==> src/rtl/alu_32bit_behavioral_if.sv <==
// Operand/result bundle for the registered ALU.
// The master drives operands and select; the slave returns the registered result.
interface alu_32bit_behavioral_if #(
    parameter int unsigned WIDTH = 32
);
    logic [WIDTH-1:0] A;
    logic [WIDTH-1:0] B;
    logic             CIN;
    logic             DL;
    logic             DR;
    logic [3:0]       S;
    logic [WIDTH-1:0] F;
    logic             COUT;

    modport master (
        output A, B, CIN, DL, DR, S,
        input  F, COUT
    );

    modport slave (
        input  A, B, CIN, DL, DR, S,
        output F, COUT
    );
endinterface

==> src/rtl/alu_32bit_behavioral.sv <==
// 32-bit registered ALU: arithmetic, bitwise logic and 1-bit shifts with serial fill.
// The combinational result is captured on every rising clk edge; reset is synchronous.
module alu_32bit_behavioral #(
    parameter int unsigned WIDTH = 32
) (
    input  logic                    clk,
    input  logic                    rst_n,
    alu_32bit_behavioral_if.slave   bus
);

    logic [WIDTH-1:0] y;
    logic [WIDTH:0]   sum;
    logic [WIDTH-1:0] f_d, f_q;
    logic             cout_d, cout_q;

    // Arithmetic second operand; subtraction relies on ~B plus CIN.
    always_comb begin
        y = '0;
        unique case (bus.S[1:0])
            2'b00: y = '0;
            2'b01: y = bus.B;
            2'b10: y = ~bus.B;
            2'b11: y = '1;
        endcase
    end

    assign sum = {1'b0, bus.A} + {1'b0, y} + {{WIDTH{1'b0}}, bus.CIN};

    always_comb begin
        f_d    = '0;
        cout_d = 1'b0;
        unique case (bus.S[3:2])
            2'b00: begin
                f_d    = sum[WIDTH-1:0];
                cout_d = sum[WIDTH];
            end
            2'b01: begin
                unique case (bus.S[1:0])
                    2'b00: f_d = bus.A & bus.B;
                    2'b01: f_d = bus.A | bus.B;
                    2'b10: f_d = bus.A ^ bus.B;
                    2'b11: f_d = ~bus.A;
                endcase
            end
            2'b10: f_d = {bus.DR, bus.A[WIDTH-1:1]};
            2'b11: f_d = {bus.A[WIDTH-2:0], bus.DL};
        endcase
    end

    always_ff @(posedge clk) begin
        if (!rst_n) begin
            f_q    <= '0;
            cout_q <= 1'b0;
        end else begin
            f_q    <= f_d;
            cout_q <= cout_d;
        end
    end

    assign bus.F    = f_q;
    assign bus.COUT = cout_q;

endmodule

==> src/flat_wrapper.sv <==
// flat-port wrapper written by rule: the top's interface ports become plain ports
module alu_32bit_behavioral_flat 
#(
    parameter int unsigned WIDTH = 32
)
  (clk, rst_n, bus_A, bus_B, bus_CIN, bus_DL, bus_DR, bus_S, bus_F, bus_COUT);
  alu_32bit_behavioral_if #(.WIDTH(WIDTH)) bus_i ();
  input  logic clk;
  input  logic rst_n;
  input wire logic [$bits(bus_i.A)-1:0] bus_A;
  input wire logic [$bits(bus_i.B)-1:0] bus_B;
  input wire logic [$bits(bus_i.CIN)-1:0] bus_CIN;
  input wire logic [$bits(bus_i.DL)-1:0] bus_DL;
  input wire logic [$bits(bus_i.DR)-1:0] bus_DR;
  input wire logic [$bits(bus_i.S)-1:0] bus_S;
  output wire logic [$bits(bus_i.F)-1:0] bus_F;
  output wire logic [$bits(bus_i.COUT)-1:0] bus_COUT;
  assign bus_i.A = bus_A;
  assign bus_i.B = bus_B;
  assign bus_i.CIN = bus_CIN;
  assign bus_i.DL = bus_DL;
  assign bus_i.DR = bus_DR;
  assign bus_i.S = bus_S;
  assign bus_F = bus_i.F;
  assign bus_COUT = bus_i.COUT;
  alu_32bit_behavioral #(.WIDTH(WIDTH)) u_core (.clk(clk), .rst_n(rst_n), .bus(bus_i));
endmodule
==> config.mk <==
export PLATFORM = sky130hd
export DESIGN_NAME = alu_32bit_behavioral_flat
export DESIGN_NICKNAME = d
export VERILOG_FILES = /design/src/rtl/alu_32bit_behavioral_if.sv /design/src/rtl/alu_32bit_behavioral.sv /design/src/flat_wrapper.sv
export SDC_FILE = /design/constraint.sdc
export NUM_CORES = 1
export LEC_CHECK = 0
export CORE_ASPECT_RATIO = 1.75
export CORE_MARGIN = 4
export CORE_UTILIZATION = 50
export CTS_CLUSTER_DIAMETER = 100
export DETAILED_ROUTE_END_ITERATION = 8
export DONT_BUFFER_PORTS = 1
export PLACE_DENSITY = 0.68
export SYNTH_ARGS = -nofsm -noshare
export SYNTH_HDL_FRONTEND = slang
export SYNTH_SLANG_ARGS = --single-unit
export TNS_END_PERCENT = 100
==> constraint.sdc <==
create_clock -name clk -period 6.64 [get_ports clk]
set_input_delay 0.996 -clock clk [delete_from_list [all_inputs] [get_ports clk]]
set_output_delay 0.996 -clock clk [all_outputs]
set_load 0.02 [all_outputs]
==> ci_impl_report.md, run 1 <==
### Yosys + OpenROAD results

| Metric | Value |
|---|---|
| Yosys aoi share | between 20% and 30% |
| Hold Path Stages | 2 |
| Hold slack | about 830 ps |
| Synthesis warning total | 0 |
| Net Switching | 336 uW |
| Leak Pwr | roughly 0.0029 uW |
| Hold wc startpoint | rst_n |
| Top sig layer | met4 |
| Setup Crit Path Kind | in2reg |
| Synth top area share | between 20% and 30% |
| Worst slew pin tran | approximately 740 ps |
| Power Dens Cells | between 100 and 150 nW/um^2 |
| Synth Area in XOR/XNOR | 2.22% |
| Final hold violations | 0 |
| Post-synthesis cell count from yosys | ~740 |
| EDFF count, synth | 0 |
| Simple share | ~14% |
| Critical Path RT | roughly 7000 ps |
| MaxCap Viol Count | 0 |
| DRT met1 WL | roughly 6000 um |
| Status | completed |
| Placer Congestion | 0.866 |
| Initial antenna violation count | 0 |
| Chip Area, Yosys | roughly 5900 um^2 |
| CTS H-tree depth | 2 |
| MI comb area | between 4000 and 5000 um^2 |
| Slew headroom | approximately 50% |
| Crit-path slowest cell | fa_1 |
| Crit path largest cell delay | between 400 and 500 ps |
| WP depth | 10 |
| Flops | 33 |
| Switching power share of the total | about 37% |
| Setup TNS | 0 ps |
| Fmax | roughly 270 MHz |
| Initial drt markers | around 260 |
| CP startpoint | bus_S[0] |
| Clock power share | around 28% |
| Setup-violating endpoint count in the final report | 0 |
| Comb gates | between 500 and 600 |
| Layout clock buffer count | 7 |
| Global Route met3 Usage | under 10% |
| Worst Slack Setup Final | 2900 ps |
| Chip area | between 10000 and 15000 um^2 |
| # clock sinks | 33 |
| Largest net degree at the start of global routing | around 83 |
| Clk tree area frac | under 10% |
| Ant diodes | 0 |
| Synthesized registers | 33 |
| Storage element area | around 660 um^2 |
| Worst min path class | in2reg |
| CP top delay family | AND-OR/OR-AND gates |
| Adder Area Share | between 20% and 30% |
| Placed Cells | between 800 and 900 |
| Synthesis-to-layout area growth | 2.60% |
| Mapped cell area | 5930 um^2 |
| Pre-Place Util | between 50% and 60% |
| M2 GR Usage | 45.6% |
| Fraction of layout cells with a size suffix above 1 | between 10% and 20% |
| DR WL met3 | around 740 um |
| Top logic family | AND-OR/OR-AND gates |
| Yosys cell types | ~66 |
| Crit path to | u_core.bus.F[24] |
| Peak VDD IR | 0.000103 V |
| CP cell instances | mux2_2 > fa_1 > fa_1 > a21oi_1 > o21ai_1 > a21oi_1 > a31oi_1 > o21ai_1 > mux2_1 > a21oi_1 |
| Post-layout period usage | 56.4% |
| Filler cell count | ~1100 |
| CP Buf/Inv Count | 0 |
| Synth top cell by count | inv_1 |
run 1: registers in the layout, summed over array words and instances (netlist names):
name,count
u_core.bus.F,32
u_core.bus.COUT,1
run 1: cells by family (layout without fill, tap and decap cells):
| family | count (synthesis) | after routing |
|---|---|---|
| AND-OR/OR-AND | 201 | 201 |
| XOR/XNOR | 15 | 15 |
| adder cells (fa/ha/maj) | 97 | 97 |
| buffers and inverters | 147 | 113 |
| flip-flops | 33 | 33 |
| multiplexers | 76 | 76 |
| AND/OR/NAND/NOR | 167 | 167 |
run 1: power groups by stage:
stage	sequential [uW]	clock (uW)	combinational (uW)
floorplan	256	0	338
global placement	261	0	375
detailed placement	261	0	387
CTS	256	261	390
global route	257	269	433
finish	255	257	389
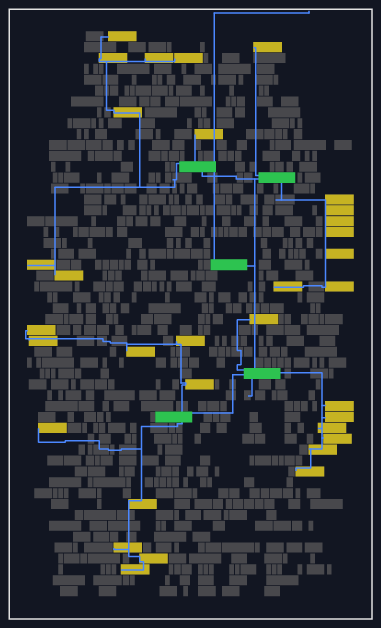
**Above:** run 1 (routed clock nets over the placement).
Drawn at 4 px/um.
[blue] clock wires | length: 700 um
[yellow] flip-flops | count: 33
[green] cells driving clock nets | count: 5
flops lie	spread over the die
routed clock nets	6

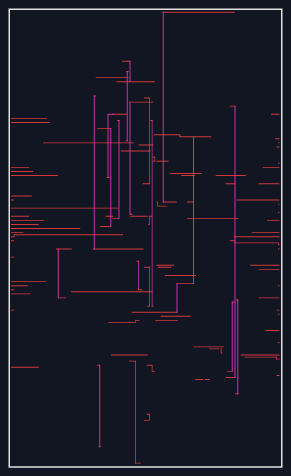
**Above:** run 1 (metal layers overlaid).
Drawn at 3 px/um. Only two layers are drawn.
colour	layer	wire length
red	met3	738 um
magenta	met4	664 um
final WL: 16400 um
per-cell routed wire length: 19.5 um
routed vias: 5297

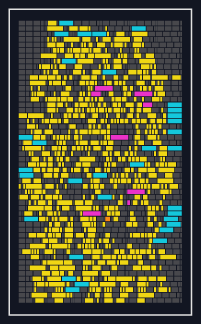
**Above:** run 1 (cells coloured by class).
Drawn at 2 px/um. Fill, decap, tap and diode cells in grey.
colour	class	cells
orange	other buffers and delay cells	1
magenta	clock drivers and dummy loads	8
cyan	flops	33
yellow	all other logic	660
Finished Cell Area: 6080 um^2
Layout Utilization: 52.5%
# rows: 52
fraction of area in registers: 10.9%
Core Area: 11600 um^2

==> run 2: changes to the inputs <==
- PLACE_DENSITY: 0.68 -> 0.71
- clock period: 6.64 -> 3.2 ns (I/O delays scaled with it)
==> ci_impl_report.md, run 2 <==
### Yosys + OpenROAD results

| Metric | Value |
|---|---|
| Chip Area, Yosys | about 6000 um^2 |
| Synthesis-to-layout area growth | 3.42% |
| Worst min path class | in2reg |
| Mapped cell area | 5930 um^2 |
| Setup TNS | 0 ps |
| Hold slack | about 320 ps |
| Post-synthesis cell count from yosys | between 700 and 800 |
| # clock sinks | 33 |
| Critical Path RT | roughly 3400 ps |
| Slew headroom | 51.9% |
| Status | completed |
| Leak Pwr | a little under 0.003 uW |
| Final WL | between 15000 and 20000 um |
| EDFF count, synth | 0 |
| Synth top area share | about a fifth |
| Crit path to | u_core.bus.F[24] |
| CP cell instances | mux2_4 > fa_2 > fa_2 > a21oi_2 > o21ai_1 > a21oi_1 > a31oi_1 > o21ai_1 > buf_4 > mux2_1 > a21oi_1 |
| CP top delay family | AND-OR/OR-AND gates |
| Comb gates | roughly 560 |
| Yosys cell types | between 60 and 70 |
| Initial antenna violation count | 0 |
| Chip area | between 10000 and 15000 um^2 |
| MaxCap Viol Count | 0 |
| Pre-Place Util | between 50% and 60% |
| Placer Congestion | about 0.9 |
| Layout clock buffer count | 7 |
| Max reg flops | 32 |
| Finished Cell Area | about 6000 um^2 |
| Pwr top | combinational logic |
| Clock power share | 26.9% |
| Filler cell count | between 1000 and 1500 |
| Flops | 33 |
| Worst Slack Setup Final | 347 ps |
| Hold Path Stages | 1 |
| Net Switching | about 700 uW |
| Placed Cells | about 830 |
| Layout Utilization | a little over half |
| MI comb area | roughly 4700 um^2 |
| WP depth | 11 |
| CTS H-tree depth | 2 |
| Final hold violations | 0 |
| Fraction of area in registers | 10.8% |
| CP startpoint | bus_S[0] |
| Combinational power | a little over 800 uW |
| Setup-violating endpoint count in the final report | 0 |
| Clk tree area frac | about 2.3% |
| Synthesized registers | 33 |
| Largest net degree at the start of global routing | between 80 and 90 |
| Post-layout period usage | ~90% |
| Peak VDD IR | approximately 0.00021 V |
| Hold wc startpoint | rst_n |
| Crit-path slowest cell | fa_2 |
| Fraction of layout cells with a size suffix above 1 | roughly 14% |
| Setup Crit Path Kind | in2reg |
| Switching power share of the total | a little under two fifths |
| Power Dens Cells | 303 nW/um^2 |
[run 2: cell counts after synthesis]
No cell type changed its count.
[run 2: metal layers]
layer	GRT usage (%)	vias to the layer above	wire, um
li1	-	2565	-
met3	3.81	30	701
met4	7.82	0	437
met2	46.9	148	9250
met1	24.9	2588	6140
met5	0	-	0
[run 2: cells by family after synthesis]
kind of cell | Yosys count | share of synthesized area [%]
AND-OR/OR-AND | 201 | 22.7
XOR/XNOR | 15 | 2.22
adder cells (fa/ha/maj) | 97 | 20.7
buffers and inverters | 147 | 9.62
flip-flops | 33 | 11.1
multiplexers | 76 | 20.0
AND/OR/NAND/NOR | 167 | 13.5
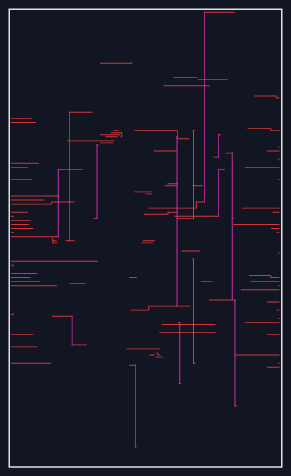
**Above:** run 2 (metal layers overlaid).
Drawn at 3 px/um. Only two layers are drawn.
colour	layer	wire length
magenta	met4	438 um
red	met3	702 um
Tot GR Track Use: 23.8%
routed vias: 5331
per-cell routed wire length: 19.7 um

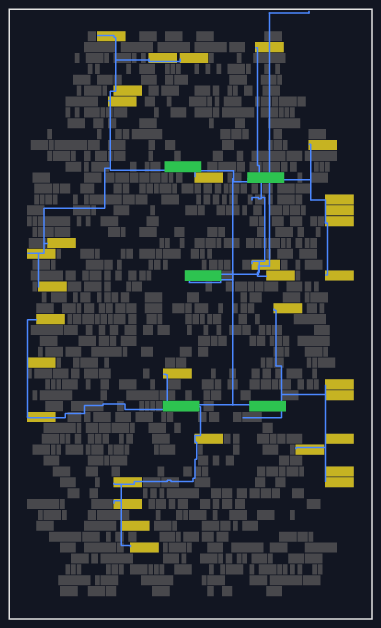
**Above:** run 2 (routed clock nets over the placement).
Drawn at 4 px/um.
[yellow] flip-flops | count: 33
[green] cells driving clock nets | count: 5
[blue] clock wires | length: 699 um
flops lie	spread over the die

==> run 3: changes to the inputs <==
- HOLD_SLACK_MARGIN: unset -> 0.1
==> ci_impl_report.md, run 3 <==
### Yosys + OpenROAD results

| Metric | Value |
|---|---|
| CP cell instances | mux2_4 > fa_2 > fa_2 > a21oi_2 > o21ai_1 > a21oi_1 > a31oi_1 > o21ai_1 > buf_4 > mux2_1 > a21oi_1 |
| Worst min path class | in2reg |
| MI comb area | ~4700 um^2 |
| Storage element area | 661 um^2 |
| Tot GR Track Use | 23.8% |
| Net Switching | roughly 700 uW |
| Power Dens Cells | around 300 nW/um^2 |
| Initial drt markers | between 200 and 250 |
| Final WL | roughly 17000 um |
| Status | completed |
| EDFF count, synth | 0 |
| Routed vias | between 5000 and 6000 |
| Top sig layer | met4 |
| Worst Slack Setup Final | between 300 and 400 ps |
| GRT busiest layer | met2 |
| Peak VDD IR | roughly 0.00021 V |
| Setup Crit Path Kind | in2reg |
| Critical Path RT | 3410 ps |
| Setup TNS | 0 ps |
| Post-layout period usage | between 80% and 90% |
| Seq pwr | about 530 uW |
| Slew headroom | 51.9% |
| Placed Cells | approximately 830 |
| Pwr top | combinational logic |
| Synthesized registers | 33 |
| Hold slack | between 300 and 400 ps |
| WL met2 | approximately 9200 um |
| Fraction of layout cells with a size suffix above 1 | between 10% and 20% |
| CP Buf/Inv Count | 1 |
| Synth top area share | roughly 20% |
| Grt met1 use | ~25% |
| Max reg flops | 32 |
| Ant diodes | 0 |
| Layout clock buffer count | 7 |
| DR WL met3 | between 700 and 800 um |
| Synthesis warning total | 0 |
| Clk. pwr | 501 uW |
| MaxCap Viol Count | 0 |
| M2 GR Usage | a little under half |
| CP top delay family | AND-OR/OR-AND gates |
| Crit-path slowest cell | fa_2 |
| # rows | 52 |
| # clock sinks | 33 |
==> run 3: how the worst max path moves through the flow <==
stage | start | endpoint | slack (ps) | cells after the start
floorplan | bus_S[0] | u_core.bus.F[30] | -390 | 15
global placement | bus_B[0] | u_core.bus.F[30] | 130 | 10
detailed placement | bus_B[0] | u_core.bus.F[30] | 90 | 10
CTS | bus_B[0] | u_core.bus.F[30] | 390 | 10
global route | bus_S[0] | u_core.bus.F[24] | 220 | 11
finish | bus_S[0] | u_core.bus.F[24] | 350 | 11
==> run 3: logic make-up after synthesis <==
family          synth area share, %
compound gates                 22.7
simple gates                   13.5
buf+inv                        9.62
fa+ha+maj                      20.7
mux                            20.0
flops                          11.1
xor+xnor                       2.22
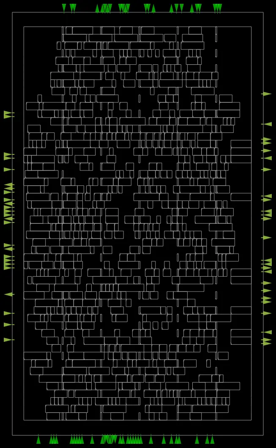
**Above:** run 3 (cell outlines without signal wires).
filler cell count: 1127
Flops: 33
fraction of area in registers: 10.8%

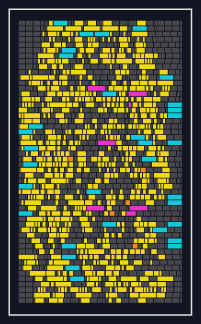
**Above:** run 3 (cells coloured by class).
Drawn at 2 px/um. Fill, decap, tap and diode cells in grey.
colour	class	cells
cyan	flops	33
yellow	all other logic	660
magenta	clock drivers and dummy loads	7
orange	other buffers and delay cells	5
Layout Utilization: 53.0%
Finished Cell Area: 6130 um^2

Power and IR drop assume default switching activity.
